File: config.mk
export PLATFORM = sky130hd
export DESIGN_NAME = canvas_write_sched
export DESIGN_NICKNAME = d
export VERILOG_FILES = /design/src/rtl/canvas_write_sched.sv
export SDC_FILE = /design/constraint.sdc
export NUM_CORES = 1
export LEC_CHECK = 0
export CORE_MARGIN = 2
export CORE_UTILIZATION = 30
export CTS_CLUSTER_SIZE = 14
export DETAILED_ROUTE_END_ITERATION = 10
export PLACE_DENSITY_LB_ADDON = 0.12
export SYNTH_ARGS = -nofsm -noshare
export SYNTH_HDL_FRONTEND = slang
export SYNTH_SLANG_ARGS = --single-unit
File: constraint.sdc
create_clock -name clk -period 2.7 [get_ports clk]
set_clock_uncertainty 0.05 [all_clocks]
set_input_delay 0.675 -clock clk [delete_from_list [all_inputs] [get_ports clk]]
set_output_delay 0.675 -clock clk [all_outputs]
set_load 0.01 [all_outputs]
File: src/rtl/canvas_write_sched.sv
// Write-port scheduler for the pixel framebuffer: queues brush requests in a small FIFO
// and runs a row-major full-canvas clear sweep, issuing at most one write per store slot.
module canvas_write_sched #(
    parameter int unsigned FIFO_DEPTH     = 4,
    parameter int unsigned MAX_COORDINATE = 127
) (
    input  logic       clk,
    input  logic       reset,
    input  logic       reqValid,
    output logic       reqReady,
    input  logic [7:0] reqX,
    input  logic [7:0] reqY,
    input  logic [2:0] reqColor,
    input  logic       clearStart,
    input  logic [2:0] clearColor,
    output logic       clearBusy,
    input  logic       writeSlot,
    output logic       brush,
    output logic [7:0] wx,
    output logic [7:0] wy,
    output logic [2:0] newColor
);

    localparam int unsigned AW       = (FIFO_DEPTH > 1) ? $clog2(FIFO_DEPTH) : 1;
    localparam logic [7:0]  MaxCoord = 8'(MAX_COORDINATE);
    localparam logic [AW:0] FullCnt  = (AW + 1)'(FIFO_DEPTH);

    typedef enum logic [0:0] {StIdle, StClear} state_e;

    state_e state_q, state_d;

    logic [7:0]    fifo_x_q [FIFO_DEPTH];
    logic [7:0]    fifo_y_q [FIFO_DEPTH];
    logic [2:0]    fifo_c_q [FIFO_DEPTH];
    logic [AW-1:0] rd_ptr_q, wr_ptr_q;
    logic [AW:0]   count_q;

    logic [7:0] clr_x_q, clr_y_q;
    logic [2:0] clr_color_q;

    logic empty, full, in_range, push, pop, start_clear, sweep_write, sweep_last;

    assign empty       = (count_q == '0);
    assign full        = (count_q == FullCnt);
    assign in_range    = (reqX <= MaxCoord) && (reqY <= MaxCoord);
    // Out-of-range requests still complete the handshake; they are just never stored.
    assign push        = reqValid && reqReady && in_range;
    assign pop         = brush && (state_q == StIdle);
    assign start_clear = !reset && (state_q == StIdle) && clearStart;
    assign sweep_write = (state_q == StClear) && writeSlot;
    assign sweep_last  = (clr_x_q == MaxCoord) && (clr_y_q == MaxCoord);

    always_ff @(posedge clk) begin
        if (reset) begin
            state_q <= StIdle;
        end else begin
            state_q <= state_d;
        end
    end

    always_comb begin
        state_d = state_q;
        unique case (state_q)
            StIdle:  if (clearStart) state_d = StClear;
            StClear: if (writeSlot && sweep_last) state_d = StIdle;
            default: state_d = StIdle;
        endcase
    end

    always_comb begin
        reqReady  = 1'b0;
        brush     = 1'b0;
        wx        = '0;
        wy        = '0;
        newColor  = '0;
        clearBusy = (state_q == StClear);
        unique case (state_q)
            StIdle: begin
                reqReady = !reset && !clearStart && !full;
                brush    = !reset && writeSlot && !empty && !clearStart;
                if (!empty) begin
                    wx       = fifo_x_q[rd_ptr_q];
                    wy       = fifo_y_q[rd_ptr_q];
                    newColor = fifo_c_q[rd_ptr_q];
                end
            end
            StClear: begin
                brush    = !reset && writeSlot;
                wx       = clr_x_q;
                wy       = clr_y_q;
                newColor = clr_color_q;
            end
            default: ;
        endcase
    end

    always_ff @(posedge clk) begin
        if (push) begin
            fifo_x_q[wr_ptr_q] <= reqX;
            fifo_y_q[wr_ptr_q] <= reqY;
            fifo_c_q[wr_ptr_q] <= reqColor;
        end
    end

    always_ff @(posedge clk) begin
        if (reset) begin
            rd_ptr_q    <= '0;
            wr_ptr_q    <= '0;
            count_q     <= '0;
            clr_x_q     <= '0;
            clr_y_q     <= '0;
            clr_color_q <= '0;
        end else if (start_clear) begin
            rd_ptr_q    <= '0;
            wr_ptr_q    <= '0;
            count_q     <= '0;
            clr_x_q     <= '0;
            clr_y_q     <= '0;
            clr_color_q <= clearColor;
        end else begin
            if (push) wr_ptr_q <= wr_ptr_q + AW'(1);
            if (pop)  rd_ptr_q <= rd_ptr_q + AW'(1);
            count_q <= count_q + (AW + 1)'(push) - (AW + 1)'(pop);
            if (sweep_write) begin
                if (clr_x_q == MaxCoord) begin
                    clr_x_q <= '0;
                    clr_y_q <= (clr_y_q == MaxCoord) ? '0 : clr_y_q + 8'd1;
                end else begin
                    clr_x_q <= clr_x_q + 8'd1;
                end
            end
        end
    end

endmodule

==> results.toml, run 1 <==
# yosys + openroad results
[pwr]
pg_clk_uw = 1300
maxPowerGroup = "sequential cells"
powerComb_uw = 130
p_seq_share_pct = 54.8
p_leak_uw = 0.001916
ir_worst_vdd_mv = 0.2674

[cts]
cts_setup_buffers = 4
cts-root-buf = "clkbuf_16"
cts_buffers = 9
cts_tree = "built"
htree_levels = 3

[placed_design]
placedCellCount = 522
post-place-ws_ps = -527.3
gp_congestion = 0.7327
numPortBuffers = 48
dpl.hpwl_mm = 6.541

[worst_setup_path]
critPathMaxStageDelay_ps = 370
crit_slowest_cell = "or3_4"
crit_end = "count_q[2]"
path_depth = 12
r2r.worst_path.cells = 11
startpoint = "reset"
regToRegStartpoint = "clearBusy"
worstPathRequired_ps = 2870
regToRegEndpoint = "count_q[2]"
crit_path_max_fanout = 2
path_cells = "buf_6, or3_4, a2111oi_4, inv_1, ha_1, inv_1, ha_2, inv_2, fa_2, xor2_2, xnor2_1, nor2_1"
cp_top_family = "adder cells"
crit_arrival_ps = 2820
cp-end-kind = "flop"
cp_common_cell = "inv_1"
worstSetupPathType = "primary input to flop"
path_buffers = 4

[synthesis]
ys.flops = 105
most_common_cell = "edfxtp_1"
synth_cells = 278
synth_top_area_share_pct = 52.70
edf_count = 76
ys_seq_share_pct = 66.11
synthTopLogicFamily = "multiplexers"
floorplan.nets = 314
ys_sh_adder_pct = 2.774
synth_warnings = 0
simple_gate_area_share_pct = 8.986
synthTopCellsByCount = "76 x edfxtp_1, 30 x nor2_1, 29 x dfxtp_1"
syn_area_per_cell_um2 = 15.58
ff_type = "edfxtp_1"

[finish]
layout.area.comb_um2 = 1401
instances_no_fill = 543
comb-cell-share_pct = 25.09
nNetsFinal = 394
clock_cell_area_share_pct = 5.309
fill_cells = 1349
nMultiInputCombCells = 153
layout-drive-gt1-share_pct = 24.52
layout.cells.most_common = "edfxtp_1"
final_layout_top_logic_cells = "76 x edfxtp_1, 30 x nor2_1, 28 x dfxtp_1"
syn_to_final_growth_pct = 28.98
nNonClkInverters = 8
dominant_cells = "registers"
area_share_nonclk_buffers_pct = 13.71

[sta]
tns_ps = 0
period_needed_ps = 2643
slew_headroom_pct = 72.25
drv_slew = 0
tightest_slew_ps = 413.7
worst_slack_ps = 57.22
holdWs_ps = 464.6
setup_viol = 0

[grt]
grt_pass1_wl_mm = 15.08
grt-ovfl-total = 0
grt_pass1_vias = 2692

[drt]
drtPass1Iterations = 4
vias_per_cell = 4.659
final_antenna_net_count = 0

[floorplan]
die_w_um = 124.1
fp_util_pct = 30.96
taps = 180
chipArea_um2 = 15410

[min_path]
hold_path_class = "flop to flop"
hold_path_depth = 2
min_from = "clr_color_q[2]"

[outcome]
run_status = "complete, no violations"

[run]
warnings = 31
drv_cap = 0
==> run 1: metal layers <==
metal  GRT usage, %  wire length, um  up-vias
met1          17.90             4239     1261
met2          21.82             4624       40
met5              0                0        -
li1               -                -     1221
met3          3.114              321        8
met4          4.916              127        0
==> run 1: registers in the layout, indices dropped and copies added (netlist names), named ones only <==
signal and count:
fifo_y_q 32, clr_y_q 8, count_q 3, clearBusy 1, clr_x_q 8, fifo_c_q 12
clr_color_q 3, rd_ptr_q 2, fifo_x_q 32, wr_ptr_q 2
==> run 1: worst reg2reg max path, cell delays in order, from the launching register on <==
cell	delay, ps
dfxtp_1	330
or3_4	400
a2111oi_4	360
inv_1	80
ha_1	280
inv_1	60
ha_2	160
inv_2	30
fa_2	340
xor2_2	150
xnor2_1	160
nor2_1	50
==> run_1/metal_stack.png <==
The bar under the picture is 20 um long. Only two layers are drawn.
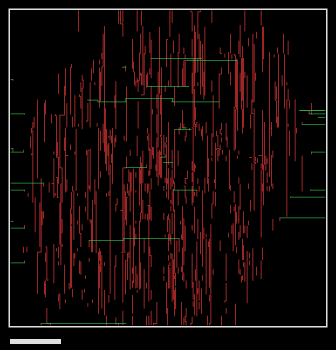
layer	colour	wire length
met2	red	4620 um
met3	green	322 um
Avg WL per Cell: 17.15 um
Vias: 2530
final WL: 9.313 mm
Tot GR Track Use: 13.55%

==> run_1/cell_classes.png <==
The bar under the picture is 20 um long. Fill, decap, tap and diode cells in grey.
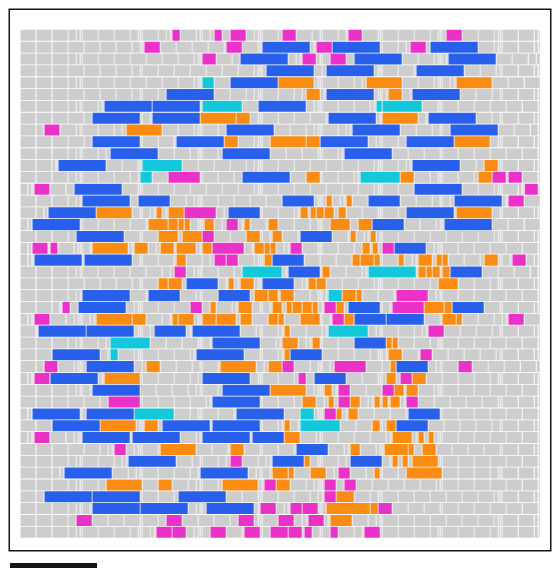
class	colour	cells	share of their area
clock drivers and dummy loads	cyan	16	5.5%
other buffers and delay cells	magenta	81	14%
all other logic	orange	161	27%
flip-flops	blue	105	53%
Seq area share: 51.32%
Core Region: 13990 um^2
Row Count: 43
design area: 5585 um^2
Final Util: 39.93%

==> run_1/registers.png <==
The bar under the picture is 20 um long. Other sequential cells in the stronger grey, the rest of the logic in the fainter grey.
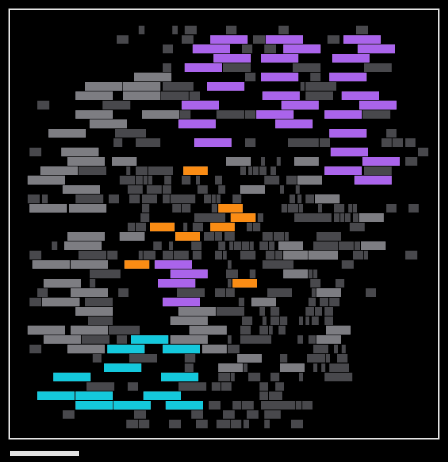
name in the netlist	colour	sequential cells
`clr_y_q`	orange	8
`fifo_c_q`	cyan	12
`fifo_x_q`	purple	32
register area: 2867 um^2
Seq group: 1740 uW

==> run_1/final_congestion.png <==
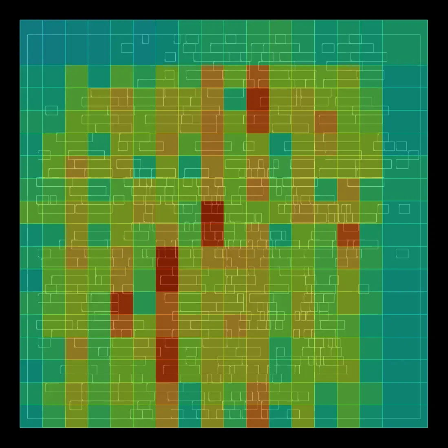

==> run 1 -> run 2 <==
ABC_AREA = 1   (was unset)
==> run_2/final_congestion.png <==
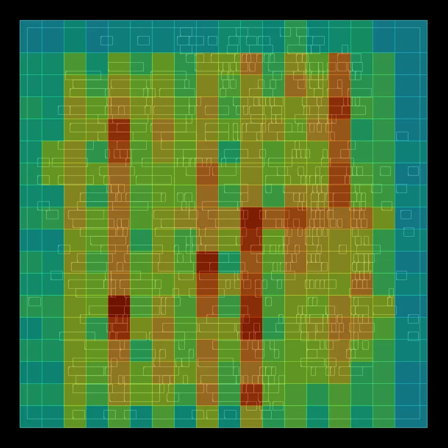
met3 usage: 2.931%
grt met2 use: 24.13%
grt met1 use: 18.72%
busiest grt layer: met2
Final Util: 38.84%

==> run 2 against run 1 <==
  * Register-to-register slack better by 320 ps
  * Setup slack better by 97 ps
  * Critical endpoint is now wy[6]
  * Utilization fell by 1.1 points
  * Global-route usage grew 0.85 points
  * Combinational power is about 10% higher
==> results.toml, run 2 <==
# yosys + openroad results
[finish]
final_layout_top_logic_cells = "76 x edfxtp_1, 71 x nor2_1, 60 x nand2_1"
syn_to_final_growth_pct = 27.83
fill_cells = 1492
register_area_um2 = 2868
sh_seq_area_pct = 49.11
layout.area.comb_um2 = 1494
nNonClkInverters = 42
dominant_cells = "registers"
area_share_nonclk_buffers_pct = 13.09
nNetsFinal = 555
nMultiInputCombCells = 287
top_regs = "fifo_x_q x32, fifo_y_q x32, fifo_c_q x12"
layout.cells.most_common = "edfxtp_1"
layout-drive-gt1-share_pct = 11.64
comb-cell-share_pct = 25.58
clock_cell_area_share_pct = 5.442

[worst_setup_path]
critPathMaxStageDelay_ps = 370
worstPathRequired_ps = 1980
r2r.worst_path.cells = 13
worstSetupPathType = "flop to output pin"
cp-end-kind = "output pin"
regToRegEndpoint = "count_q[2]"
cp_common_cell = "o21ai_0"
crit_end = "wy[6]"
cp_top_family = "buffers and inverters"
path_depth = 7
path_cells = "inv_2, buf_12, o21ai_0, o22ai_1, nand3_1, o21ai_0, dlygate4sd2_1"
crit_arrival_ps = 1820
regToRegStartpoint = "count_q[1]"
crit_path_max_fanout = 16
path_buffers = 3
rrSetupSlack_ps = 440
crit_slowest_cell = "dfxtp_4"

[placed_design]
placedCellCount = 695
post-place-ws_ps = -184.6
dpl.hpwl_mm = 7.389

[drt]
highest_layer = "met4"
wl_per_cell_um = 15.55
final_antenna_net_count = 0
wl_mm = 11.08
vias_per_cell = 4.695
drtPass1Iterations = 4
drt-met1-wl_mm = 5.222
vias = 3343
route.met3.wl_um = 371

[run]
warnings = 29
drv_cap = 0

[synthesis]
synthTopCellsByCount = "76 x edfxtp_1, 71 x nor2_1, 60 x nand2_1"
ff_type = "edfxtp_1"
ys.flops = 105
edf_count = 76
syn_area_um2 = 4568
synth_top_area_share_pct = 49.96
synth_cells = 452
syn_area_per_cell_um2 = 10.11
floorplan.nets = 488
ys_seq_share_pct = 62.67
synth_warnings = 0

[floorplan]
core.rowCount = 45
io_pins = 49
fp_util_pct = 30.39
fp.coreArea_um2 = 15030
chipArea_um2 = 16230
die_w_um = 127.4
taps = 188

[sta]
slew_headroom_pct = 79.48
worst_slack_ps = 153.8
holdWs_ps = 425.8
setup_viol = 0
drv_slew = 0

[pwr]
p_leak_uw = 0.002179
ir_worst_vdd_mv = 0.2987

[cts]
cts_tree = "built"
cts_buffers = 9
cts_setup_buffers = 0
cts-root-buf = "clkbuf_16"

[grt]
grt_pass1_vias = 3366
grt-ovfl-total = 0
grt_usage_pct = 14.40

[outcome]
run_status = "complete, no violations"

[min_path]
hold_path_class = "flop to flop"
min_from = "clr_color_q[1]"
==> run_2/metal_stack.png <==
The bar under the picture is 50 um long. Only two layers are drawn.
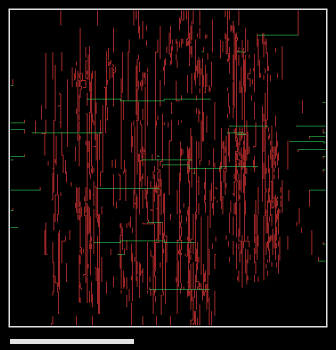
layer	colour	wire length
met3	green	372 um
met2	red	5320 um

run 2: netlist changes by cell type after synthesis, sizes merged, moves of 6 or more:
| cell | delta |
|---|---|
| a21oi | +7 |
| a22o | -19 |
| buf | +9 |
| inv | +34 |
| mux2i | -6 |
| mux4 | -19 |
| nand2 | +57 |
| nand3 | +28 |
| nor2 | +44 |
| o21ai | +57 |
| o22ai | +19 |
| xnor2 | -11 |
run 2: cell families after synthesis:
family / Yosys count / share of synthesized area, %
compound gates: 91 / 10.71
xor+xnor: 3 / 0.5753
fa+ha+maj: 9 / 2.630
buf+inv: 60 / 5.560
flops: 105 / 62.67
simple gates: 184 / 17.86
run 2: report_power, final:
part | switching, uW | total, uW | internal [uW]
registers | 3.79 | 1740 | 1730
clock network | 570 | 1380 | 811
logic | 80.1 | 148 | 68.4
Power figures rest on the tool's default switching activity, not on a simulated workload.
